`src/rtl/analogue_pkg.sv`:
```
// Shared definitions for the analogue front-end filter blocks: Q-format
// constants, the feed-forward MAC state encoding and the output
// round/saturate helper.
package analogue_pkg;

  // Default coefficient fraction bits; a coefficient of 1.0 is 2^COEFF_FRAC.
  localparam int COEFF_FRAC_DEFAULT = 14;
  localparam int UNITY_COEF_DEFAULT = 1 << COEFF_FRAC_DEFAULT;

  // Sequencer states of the time-shared MAC.
  typedef enum logic [1:0] {
    ST_IDLE = 2'd0,
    ST_MAC  = 2'd1,
    ST_OUT  = 2'd2
  } ff_state_t;

  // Round half up by 'shift' fraction bits, then clamp to a signed
  // 'out_width' range. Operates on a 64-bit container so callers with any
  // accumulator up to 63 bits can share it; the caller truncates the result.
  function automatic logic signed [63:0] sat_round(
    input logic signed [63:0] value,
    input int                 out_width,
    input int                 shift
  );
    logic signed [63:0] rounded;
    logic signed [63:0] max_v;
    logic signed [63:0] min_v;
    rounded = (value + (64'sd1 <<< (shift - 1))) >>> shift;
    max_v   = (64'sd1 <<< (out_width - 1)) - 64'sd1;
    min_v   = -(64'sd1 <<< (out_width - 1));
    if (rounded > max_v)
      sat_round = max_v;
    else if (rounded < min_v)
      sat_round = min_v;
    else
      sat_round = rounded;
  endfunction

endpackage

```
`src/rtl/iir_coef_bank.sv`:
```
// Double-buffered coefficient store for the feed-forward MAC. Software
// writes land in the shadow bank; a commit copies shadow to active, deferred
// while a sample is being processed so a sample never sees mixed coefficients.
module iir_coef_bank
  import analogue_pkg::*;
#(
  parameter int TAPS        = 4,
  parameter int COEFF_WIDTH = 16,
  parameter int COEFF_FRAC  = COEFF_FRAC_DEFAULT
) (
  input  logic                          clk,
  input  logic                          rst,
  input  logic                          coef_we,
  input  logic [$clog2(TAPS)-1:0]       coef_addr,
  input  logic signed [COEFF_WIDTH-1:0] coef_data,
  input  logic                          coef_commit,
  input  logic                          in_idle,
  input  logic                          accept,
  input  logic [$clog2(TAPS)-1:0]       rd_idx,
  output logic signed [COEFF_WIDTH-1:0] rd_coef
);

  localparam logic signed [COEFF_WIDTH-1:0] UNITY = COEFF_WIDTH'(1) << COEFF_FRAC;

  logic signed [COEFF_WIDTH-1:0] shadow [TAPS];
  logic signed [COEFF_WIDTH-1:0] active [TAPS];
  logic                          commit_pending;

  // Shadow writes, shadow-to-active copy and the deferred-commit flag. The
  // copy reads the pre-write shadow, so a same-cycle write stays in shadow.
  always_ff @(posedge clk) begin
    if (rst) begin
      for (int k = 0; k < TAPS; k++) begin
        shadow[k] <= (k == 0) ? UNITY : '0;
        active[k] <= (k == 0) ? UNITY : '0;
      end
      commit_pending <= 1'b0;
    end else begin
      if (coef_we && (32'(coef_addr) < TAPS))
        shadow[coef_addr] <= coef_data;
      if (in_idle && (commit_pending || (coef_commit && !accept)))
        active <= shadow;
      if (coef_commit && !(in_idle && !accept))
        commit_pending <= 1'b1;
      else if (in_idle)
        commit_pending <= 1'b0;
    end
  end

  assign rd_coef = active[rd_idx];

endmodule

```
`src/rtl/iir_ff_mac.sv`:
```
// Feed-forward (numerator) section of the configurable IIR filter:
// y[n] = sum b[k]*x[n-k], computed one tap per cycle on a single multiplier.
module iir_ff_mac
  import analogue_pkg::*;
#(
  parameter int PRECISION   = 16,
  parameter int TAPS        = 4,
  parameter int COEFF_WIDTH = 16,
  parameter int COEFF_FRAC  = COEFF_FRAC_DEFAULT,
  parameter int ACC_WIDTH   = PRECISION + COEFF_WIDTH + $clog2(TAPS)
) (
  input  logic                          clk,
  input  logic                          rst,
  input  logic signed [PRECISION-1:0]   x,
  input  logic                          x_valid,
  output logic                          x_ready,
  output logic signed [PRECISION-1:0]   y,
  output logic                          y_valid,
  input  logic                          coef_we,
  input  logic [$clog2(TAPS)-1:0]       coef_addr,
  input  logic signed [COEFF_WIDTH-1:0] coef_data,
  input  logic                          coef_commit,
  output logic                          busy
);

  localparam int AW = $clog2(TAPS);
  localparam int PW = PRECISION + COEFF_WIDTH;

  ff_state_t                     state;
  logic [AW-1:0]                 idx;
  logic signed [ACC_WIDTH-1:0]   acc;
  logic signed [PRECISION-1:0]   dly [TAPS];
  logic signed [COEFF_WIDTH-1:0] coef;
  logic signed [PW-1:0]          prod;
  logic                          accept;

  assign accept = x_valid && x_ready;
  assign prod   = PW'(coef) * PW'(dly[idx]);

  iir_coef_bank #(
    .TAPS        (TAPS),
    .COEFF_WIDTH (COEFF_WIDTH),
    .COEFF_FRAC  (COEFF_FRAC)
  ) u_coef_bank (
    .clk         (clk),
    .rst         (rst),
    .coef_we     (coef_we),
    .coef_addr   (coef_addr),
    .coef_data   (coef_data),
    .coef_commit (coef_commit),
    .in_idle     (state == ST_IDLE),
    .accept      (accept),
    .rd_idx      (idx),
    .rd_coef     (coef)
  );

  // Sequencer: accept a sample, run TAPS multiply-accumulate cycles, then
  // publish the rounded/saturated result with a one-cycle strobe.
  always_ff @(posedge clk) begin
    if (rst) begin
      state   <= ST_IDLE;
      idx     <= '0;
      acc     <= '0;
      y       <= '0;
      y_valid <= 1'b0;
      x_ready <= 1'b1;
      busy    <= 1'b0;
      for (int k = 0; k < TAPS; k++)
        dly[k] <= '0;
    end else begin
      y_valid <= 1'b0;
      case (state)
        ST_IDLE: begin
          if (accept) begin
            dly[0] <= x;
            for (int k = 1; k < TAPS; k++)
              dly[k] <= dly[k-1];
            acc     <= '0;
            idx     <= '0;
            x_ready <= 1'b0;
            busy    <= 1'b1;
            state   <= ST_MAC;
          end
        end
        ST_MAC: begin
          acc <= acc + ACC_WIDTH'(prod);
          idx <= idx + 1'b1;
          if (idx == AW'(TAPS - 1))
            state <= ST_OUT;
        end
        ST_OUT: begin
          y       <= PRECISION'(sat_round(64'(acc), PRECISION, COEFF_FRAC));
          y_valid <= 1'b1;
          x_ready <= 1'b1;
          busy    <= 1'b0;
          state   <= ST_IDLE;
        end
        default: state <= ST_IDLE;
      endcase
    end
  end

endmodule
```
`config.mk`:
```
export PLATFORM = sky130hd
export DESIGN_NAME = iir_ff_mac
export DESIGN_NICKNAME = d
export VERILOG_FILES = /design/src/rtl/analogue_pkg.sv /design/src/rtl/iir_coef_bank.sv /design/src/rtl/iir_ff_mac.sv
export SDC_FILE = /design/constraint.sdc
export NUM_CORES = 1
export LEC_CHECK = 0
export CAP_MARGIN = 5
export CORE_ASPECT_RATIO = 0.8
export CORE_MARGIN = 5
export CORE_UTILIZATION = 55
export DETAILED_ROUTE_END_ITERATION = 8
export PLACE_DENSITY_LB_ADDON = 0.2
export SLEW_MARGIN = 10
export SYNTH_ARGS = -nofsm -noshare
export SYNTH_HDL_FRONTEND = slang
export SYNTH_SLANG_ARGS = --single-unit
```
`constraint.sdc`:
```
create_clock -name clk -period 7.6 [get_ports clk]
set_input_delay 1.14 -clock clk [delete_from_list [all_inputs] [get_ports clk]]
set_output_delay 1.14 -clock clk [all_outputs]
set_load 0.01 [all_outputs]
```
**Metal 1**

Drawn at 1.5 px/um. Supply wires on this layer in grey.
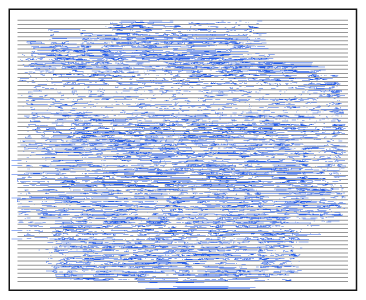
The longest straight run is 64.4 um. The wires run mostly horizontal. 2,614 nets have wire on it. The layer carries 22.1 mm of wire. The layer holds 42% of the routed length.

**M2 wires**

Drawn at 1 px/um.
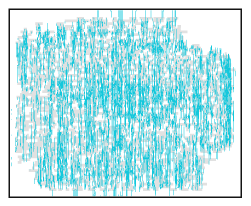
The longest straight run is 48.6 um. 2,391 nets have wire on it. The layer carries 23.8 mm of wire. The layer holds 46% of the routed length. The wires run mostly vertical.
total via count in the routed design: 15.96k
Routed WL: 52.09 mm
GR Layer Usage met2: 39.34%

**The metal 3 layer**

Drawn at 1.5 px/um.
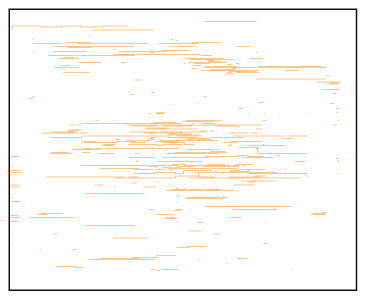
170 nets have wire on it. The layer holds 7.8% of the routed length.

==> flow_summary.rst <==
Physical design figures
=======================

.. list-table::
   :header-rows: 1

   * - Metric
     - Value
   * - Fraction of area in registers
     - 24.26%
   * - Maximum buffer depth of the clock tree
     - 3
   * - Final hold vios
     - 0
   * - Final non-filler cell area
     - 23,440 um^2
   * - First-pass detailed-route iteration total
     - 5
   * - Number of buffer cells added on primary ports
     - 57
   * - Critical path buffers and inverters
     - 4
   * - Delay of the slowest cell on the worst path
     - 0.57 ns
   * - Status
     - completed
   * - Multi-input comb cells
     - 1,606
   * - Most used flip-flop cell
     - dfxtp_1
   * - Post-CTS Setup Inserts
     - 0
   * - Count of max-cap constraint violations
     - 0
   * - Clock-pin slew of the registers on the worst-case setup and hold paths
     - 0.06 ns
   * - Clk Latency, worst-skew pair
     - 0.56 ns
   * - Post-Place Worst Slack
     - 0.1594 ns
   * - Post-route clock period utilization
     - 96.00%
   * - Number of global-route vias before repair
     - 16.83k
   * - Skew final
     - 0.009242 ns
   * - Critical path data arrival time
     - 7.75 ns
   * - Antenna cell count
     - 0
   * - Max-area cell class
     - logic gates
   * - Count of non-CTS inverters in the layout
     - 368
   * - Worst-path cell chain
     - buf_12, mux2_2, o21a_1, nand2_1, fa_1, fa_1, fa_1, inv_1, fa_1, fa_1, inv_1, fa_1, inv_1, ha_1, a21o_1, a21o_1, a221oi_1, a211o_1, a211oi_1, or3_1, a32o_1
   * - Achievable Freq
     - 137.1 MHz
   * - Post-placement cell area
     - 22,530 um^2
   * - Commonest non-fill, non-tap cells in the layout
     - 445 x nand2_1, 367 x inv_1, 304 x fa_1
   * - Worst vdd ir
     - 0.0002104 V
   * - Kind of end point of the critical path
     - flip-flop
   * - Largest driver fanout on the critical path
     - 32
   * - Critical path start-end classification
     - flip-flop to flip-flop
   * - DP HPWL
     - 39.91 mm
   * - Cts hold-fix bufs
     - 0
   * - Starting Density
     - 55.78%
   * - Number of warnings the tools reported
     - 26
   * - Proportion of cell area occupied by multi-input gates
     - 59.37%
   * - Number of enable-type register cells in the synthesized netlist
     - 64
   * - Antenna violations before repair
     - 0
   * - Cell type with the largest total area
     - fa_1
   * - Core outline area
     - 38,360 um^2
   * - CTS tree
     - built
   * - Iteration-0 DRC Markers
     - 1,511
**The metal 4 layer**

Drawn at 1.5 px/um. Supply wires on this layer in grey.
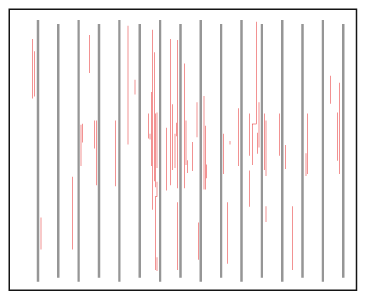
The wires run mostly vertical. The longest straight run is 120 um. The layer holds 4.1% of the routed length. The layer carries 2,120 um of wire. 47 nets have wire on it.

**Placed standard cells**

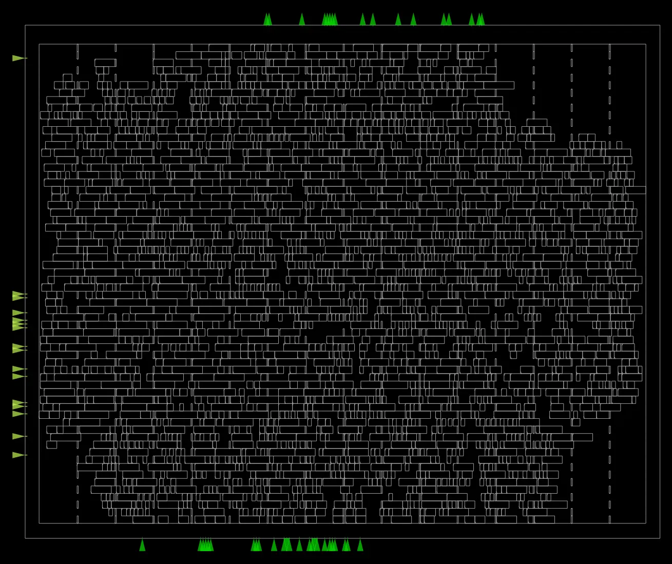
count of flip-flops and latches: 252
final standard cell count with taps included and fillers excluded: 2,873
well tap count: 495
count of fill cells added during filler insertion: 3,342
post-layout utilization of the core: 61.12%

## path summary, 6_finish.rpt
kind | startpoint | endpoint | slack, ns | depth (start not counted)
max | idx[0]$_SDFFE_PP0P_ | acc[30]$_SDFFE_PP0P_ | 0.30 | 21
min | u_coef_bank.shadow[10]$_SDFFE_PP0P_ | u_coef_bank.active[10]$_SDFFE_PP0P_ | 0.44 | 2
max reg2reg | idx[0]$_SDFFE_PP0P_ | acc[30]$_SDFFE_PP0P_ | 0.30 | 21
min reg2reg | u_coef_bank.shadow[10]$_SDFFE_PP0P_ | u_coef_bank.active[10]$_SDFFE_PP0P_ | 0.44 | 2
## tightest hold or removal path, delay by kind of cell (launching register included)
family | cells | cell delay, ns
flops | 1 | 0.31
simple gates | 1 | 0.05
compound gates | 1 | 0.05
## Yosys cell counts, types with 12 or more instances
cell type / n
a21o_1: 12
a21oi_1: 160
a22oi_1: 15
and2_1: 93
clkbuf_1: 105
dfxtp_1: 188
edfxtp_1: 64
fa_1: 305
ha_1: 104
inv_1: 367
mux2_2: 21
mux2i_1: 28
nand2_1: 445
nand3_1: 17
nor2_1: 150
nor3_1: 12
o21a_1: 18
o21ai_0: 32
o21ai_1: 18
xnor2_1: 27
xor2_1: 15
## layer usage
metal  up-vias  global-route usage [%]  routed length, um
li1       7382                       -                  -
met1      7930                   34.65              22090
met2       523                   39.34              23850
met3       126                   5.090               4041
met4         0                   8.665               2117
met5         -                       0                  0
## report_power, final
part,internal (mW),switching (mW),total [mW]
sequential,1.46,0.0897,1.55
combinational,0.703,1.10,1.81
clock,0.764,0.572,1.34
total,2.93,1.76,4.69
## logic make-up after synthesis
kind of cell | share of synthesized area, %
compound gates | 9.017
xor+xnor | 1.719
fa+ha+maj | 34.62
buf+inv | 8.584
flops | 26.57
mux | 3.573
simple gates | 15.92
